--- src/rtl/ann_mac_sequencer.sv ---
// Control and sequencing for the ANN fully-connected layer MAC datapath.
// Avalon-MM register slave plus a per-neuron clear/MAC/drain/activate/write FSM.
module ann_mac_sequencer #(
   parameter int unsigned ADDR_W  = 16,
   parameter int unsigned DIM_W   = 8,
   parameter int unsigned MAC_LAT = 2
) (
   input  logic              clk_clk,
   input  logic              reset_reset_n,
   input  logic [1:0]        avs_address,
   input  logic              avs_read,
   input  logic              avs_write,
   input  logic [31:0]       avs_writedata,
   output logic [31:0]       avs_readdata,
   output logic [ADDR_W-1:0] w_addr,
   output logic [DIM_W-1:0]  x_addr,
   output logic              mac_clr,
   output logic              mac_en,
   output logic              act_strobe,
   output logic [DIM_W-1:0]  y_addr,
   output logic              y_we,
   output logic              irq,
   output logic [7:0]        leds
);

   localparam int unsigned CNT_W = (MAC_LAT > 1) ? $clog2(MAC_LAT) : 1;

   typedef enum logic [2:0] {
      S_IDLE, S_CLEAR, S_MAC, S_DRAIN, S_ACT, S_WRITE, S_DONE
   } state_e;

   state_e            state_q, state_d;
   logic              irq_en_q, irq_en_d;
   logic              done_q, done_d;
   logic [DIM_W-1:0]  n_in_q, n_in_d;
   logic [DIM_W-1:0]  n_out_q, n_out_d;
   logic [ADDR_W-1:0] base_q, base_d;
   logic [ADDR_W-1:0] ptr_q, ptr_d;
   logic [DIM_W-1:0]  i_q, i_d;
   logic [DIM_W-1:0]  j_q, j_d;
   logic [CNT_W-1:0]  cnt_q, cnt_d;

   logic [31:0]       avs_readdata_q, avs_readdata_d;
   logic [ADDR_W-1:0] w_addr_q, w_addr_d;
   logic [DIM_W-1:0]  x_addr_q, x_addr_d;
   logic [DIM_W-1:0]  y_addr_q, y_addr_d;
   logic              mac_clr_q, mac_clr_d;
   logic              mac_en_q, mac_en_d;
   logic              act_strobe_q, act_strobe_d;
   logic              y_we_q, y_we_d;
   logic              irq_q, irq_d;
   logic [7:0]        leds_q, leds_d;

   logic wr_ctrl, wr_status, wr_dims, wr_base;
   logic start_req, abort_req, busy_q, busy_d;
   logic unused_wdata;

   assign unused_wdata = ^avs_writedata;

   // Register writes, FSM next state and registered output values.
   always_comb begin
      state_d        = state_q;
      irq_en_d       = irq_en_q;
      done_d         = done_q;
      n_in_d         = n_in_q;
      n_out_d        = n_out_q;
      base_d         = base_q;
      ptr_d          = ptr_q;
      i_d            = i_q;
      j_d            = j_q;
      cnt_d          = cnt_q;
      avs_readdata_d = 32'd0;
      w_addr_d       = w_addr_q;
      x_addr_d       = x_addr_q;
      y_addr_d       = y_addr_q;

      wr_ctrl   = avs_write && (avs_address == 2'd0);
      wr_status = avs_write && (avs_address == 2'd1);
      wr_dims   = avs_write && (avs_address == 2'd2);
      wr_base   = avs_write && (avs_address == 2'd3);
      abort_req = wr_ctrl && avs_writedata[2];
      start_req = wr_ctrl && avs_writedata[0] && !avs_writedata[2];
      busy_q    = (state_q != S_IDLE) && (state_q != S_DONE);

      if (wr_ctrl) irq_en_d = avs_writedata[1];
      if (wr_status && avs_writedata[1]) done_d = 1'b0;
      if (wr_dims && !busy_q) begin
         n_in_d  = avs_writedata[DIM_W-1:0];
         n_out_d = avs_writedata[DIM_W+7:8];
      end
      if (wr_base && !busy_q) base_d = avs_writedata[ADDR_W-1:0];

      unique case (state_q)
         S_IDLE: begin
            if (start_req) begin
               done_d = 1'b0;
               j_d    = '0;
               ptr_d  = base_q;
               // Empty layer completes at once without touching the datapath.
               if ((n_in_q == '0) || (n_out_q == '0)) done_d = 1'b1;
               else                                   state_d = S_CLEAR;
            end
         end
         S_CLEAR: begin
            i_d     = '0;
            state_d = S_MAC;
         end
         S_MAC: begin
            ptr_d = ptr_q + ADDR_W'(1);
            if (i_q == n_in_q - DIM_W'(1)) begin
               cnt_d   = CNT_W'(MAC_LAT - 1);
               state_d = S_DRAIN;
            end else begin
               i_d = i_q + DIM_W'(1);
            end
         end
         S_DRAIN: begin
            if (cnt_q == '0) state_d = S_ACT;
            else             cnt_d   = cnt_q - CNT_W'(1);
         end
         S_ACT: state_d = S_WRITE;
         S_WRITE: begin
            if (j_q == n_out_q - DIM_W'(1)) begin
               state_d = S_DONE;
            end else begin
               j_d     = j_q + DIM_W'(1);
               state_d = S_CLEAR;
            end
         end
         S_DONE: begin
            done_d  = 1'b1;
            state_d = S_IDLE;
         end
         default: state_d = S_IDLE;
      endcase

      if (abort_req && busy_q) state_d = S_IDLE;

      // Outputs are registered from the next state so they align with it.
      busy_d       = (state_d != S_IDLE) && (state_d != S_DONE);
      mac_clr_d    = (state_d == S_CLEAR);
      mac_en_d     = (state_d == S_MAC);
      act_strobe_d = (state_d == S_ACT);
      y_we_d       = (state_d == S_WRITE);
      if (state_d == S_MAC) begin
         w_addr_d = ptr_d;
         x_addr_d = i_d;
      end
      if (state_d == S_WRITE) y_addr_d = j_d;
      irq_d  = done_d & irq_en_d;
      leds_d = {done_d, busy_d, j_d[5:0]};

      if (avs_read) begin
         unique case (avs_address)
            2'd0: avs_readdata_d = {30'd0, irq_en_q, 1'b0};
            2'd1: avs_readdata_d = (32'(j_q) << 8) | {30'd0, done_q, busy_q};
            2'd2: avs_readdata_d = (32'(n_out_q) << 8) | 32'(n_in_q);
            2'd3: avs_readdata_d = 32'(base_q);
            default: avs_readdata_d = 32'd0;
         endcase
      end
   end

   always_ff @(posedge clk_clk or negedge reset_reset_n) begin
      if (!reset_reset_n) begin
         state_q        <= S_IDLE;
         irq_en_q       <= 1'b0;
         done_q         <= 1'b0;
         n_in_q         <= '0;
         n_out_q        <= '0;
         base_q         <= '0;
         ptr_q          <= '0;
         i_q            <= '0;
         j_q            <= '0;
         cnt_q          <= '0;
         avs_readdata_q <= 32'd0;
         w_addr_q       <= '0;
         x_addr_q       <= '0;
         y_addr_q       <= '0;
         mac_clr_q      <= 1'b0;
         mac_en_q       <= 1'b0;
         act_strobe_q   <= 1'b0;
         y_we_q         <= 1'b0;
         irq_q          <= 1'b0;
         leds_q         <= 8'd0;
      end else begin
         state_q        <= state_d;
         irq_en_q       <= irq_en_d;
         done_q         <= done_d;
         n_in_q         <= n_in_d;
         n_out_q        <= n_out_d;
         base_q         <= base_d;
         ptr_q          <= ptr_d;
         i_q            <= i_d;
         j_q            <= j_d;
         cnt_q          <= cnt_d;
         avs_readdata_q <= avs_readdata_d;
         w_addr_q       <= w_addr_d;
         x_addr_q       <= x_addr_d;
         y_addr_q       <= y_addr_d;
         mac_clr_q      <= mac_clr_d;
         mac_en_q       <= mac_en_d;
         act_strobe_q   <= act_strobe_d;
         y_we_q         <= y_we_d;
         irq_q          <= irq_d;
         leds_q         <= leds_d;
      end
   end

   assign avs_readdata = avs_readdata_q;
   assign w_addr       = w_addr_q;
   assign x_addr       = x_addr_q;
   assign y_addr       = y_addr_q;
   assign mac_clr      = mac_clr_q;
   assign mac_en       = mac_en_q;
   assign act_strobe   = act_strobe_q;
   assign y_we         = y_we_q;
   assign irq          = irq_q;
   assign leds         = leds_q;

endmodule

--- config.mk ---
export PLATFORM = sky130hd
export DESIGN_NAME = ann_mac_sequencer
export DESIGN_NICKNAME = d
export VERILOG_FILES = /design/src/rtl/ann_mac_sequencer.sv
export SDC_FILE = /design/constraint.sdc
export NUM_CORES = 1
export LEC_CHECK = 0
export CAP_MARGIN = 20
export CELL_PAD_IN_SITES_DETAIL_PLACEMENT = 2
export CELL_PAD_IN_SITES_GLOBAL_PLACEMENT = 2
export CORE_MARGIN = 2
export CORE_UTILIZATION = 34
export CTS_CLUSTER_DIAMETER = 150
export DETAILED_ROUTE_END_ITERATION = 7
export PLACE_DENSITY_LB_ADDON = 0.12
export SLEW_MARGIN = 20
export SYNTH_ARGS = -nofsm -noshare
export SYNTH_HDL_FRONTEND = slang
export SYNTH_SLANG_ARGS = --single-unit
--- constraint.sdc ---
create_clock -name clk_clk -period 3.3 [get_ports clk_clk]
set_input_delay 0.495 -clock clk_clk [delete_from_list [all_inputs] [get_ports clk_clk]]
set_output_delay 0.495 -clock clk_clk [all_outputs]
set_load 0.02 [all_outputs]
==> run_1/m2.png <==
(3 px per um)
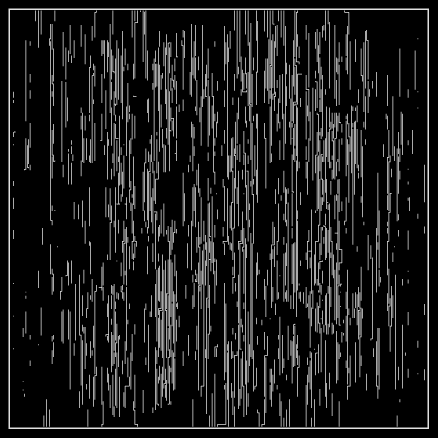
The layer carries 9350 um of wire. The wires run mostly vertical. The layer holds 51% of the routed length.
Via Count: 4711
met2 Resource Use GR: 0.3386

==> run_1/congestion_map.png <==
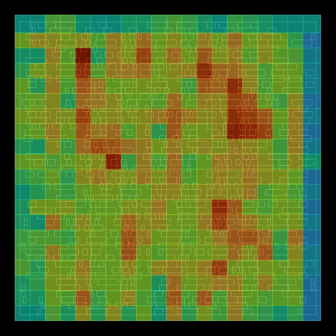
routed length per instance: 20.58 um
met3 Usage GRT: 0.03729
GR Layer Usage met1: 0.2633

==> run_1/ff_map.png <==
(3 px per um) Other sequential cells in the stronger gray, the rest of the logic in the fainter gray.
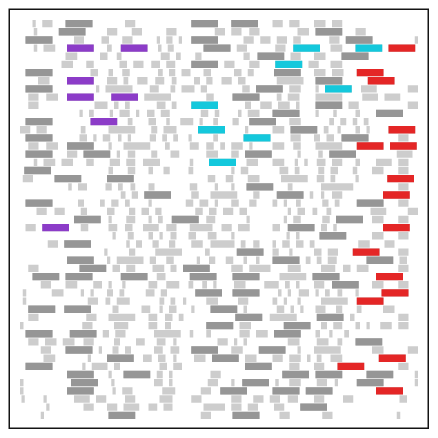
Red marks w_addr, sequential cells 16. Purple marks leds, sequential cells 7, where top left. Cyan marks n_out_q, sequential cells 8.
Another 93 sequential cells are not colored.
power in sequential cells: 0.00272 W
Reg area: 3103 um^2
proportion of cell area occupied by registers: 0.3938
share of the core filled with cells in the final layout: 0.4386

==> impl_metrics.tcl <==
# place-and-route summary
set metrics [dict create \
    status "completed" \
    ys_warn_count 0 \
    num-nonclk-inverters 14 \
    die-area_um2 19370 \
    post_synthesis_sequential_area_ratio 0.4994 \
    start_kind "flip-flop" \
    worst_ep_arrival_time_ps 3410 \
    synth-xor-area-share 0.02255 \
    endpoint_kind "flip-flop" \
    io-pin-count 115 \
    report.final.setup_viol 0 \
    p_switching_w 0.003026 \
    clock_skew_ps 9.279 \
    cp-endpoint "w_addr[14]$_DFFE_PN0N_" \
    dominant_power_group "combinational cells" \
    r2r_setup_slack_ps 190 \
    routed_wirelength_um 18500 \
    num_antenna_cells 0 \
    avgViaCountPerCell 5.240 \
    power_attributed_to_the_clock_group_w 0.00182 \
    synth_area_in_simple_gates 0.1589 \
    top_area_cell_class "flip-flops and latches" \
    synth_top_flop_cell "dfrtp_1" \
    comb_area_um2 2836 \
    swShare 0.3924 \
    final_layout_size_suffix_gt1_frac 0.2045 \
    vdd_drop_max_v 0.0003807 \
    placeableCoreArea_um2 17960 \
    largest_buffer_count_on_any_clock_path 2 \
    cts-buffers-inserted 17 \
    worst_r2r_endpoint "w_addr[14]$_DFFE_PN0N_" \
    power.static_leakage_nw 3.470 \
    crit_fanout 7 \
    post-dp-hpwl_um 13340 \
    area.growth.synth_to_final_pct 26.80 \
    grt_start_max_net_pins 60 \
    dp_cells 867 \
    fp.dieW_um 139.2 \
    antenna_found_initial 0 \
    area_contributors_post_synth "dfrtp_1 (50%), mux2_2 (10%), nand2_1 (3.1%), buf_4 (2.9%), mux2i_1 (2.4%)" \
    finalPower_w 0.007712 \
    internal_power_summed_over_all_cells_w 0.004686 \
    min_period_ps 3111 \
    clockNetworkAreaShare 0.07321 \
    critical_path.cell_chain "inv_1 -> ha_1 -> nor3b_1 -> nand2_1 -> o311a_1 -> nor3_1 -> o2111ai_2 -> inv_2 -> buf_4 -> mux2_4" \
    n_fill_cell 1853 \
    netlist_logic_family_top "simple AND/OR/NAND/NOR gates" \
    cap_violations 0 \
    finish.instance_area_um2 7879 \
    globalRouteOverflowTotal 0 \
    r2r.worst_path.cells 10 \
    worst_r2r_startpoint "n_in_q[0]$_DFFE_PN0P_" \
    well_tap_count 229 \
    clk_latency_ps 420 \
    min_period_over_period 0.9427 \
    number_of_global_route_vias_before_repair 5388 \
    pins_over_their_slew_limit 0 \
    worst-slew-pin-transition_ps 634.2 \
    detailroute.wirelength.met2_um 9348 \
    numPortBuffers 82 \
    yosys-top-cells-count "dfrtp_1 (124), mux2_2 (57), nand2_1 (51)" \
    wl_met1_um 8455 \
    placementRows 49 \
    dieHeight_um 139.2 \
    hold-worst-slack_ps 72.82 \
]
Power figures rest on the tool's default switching activity, not on a simulated workload.
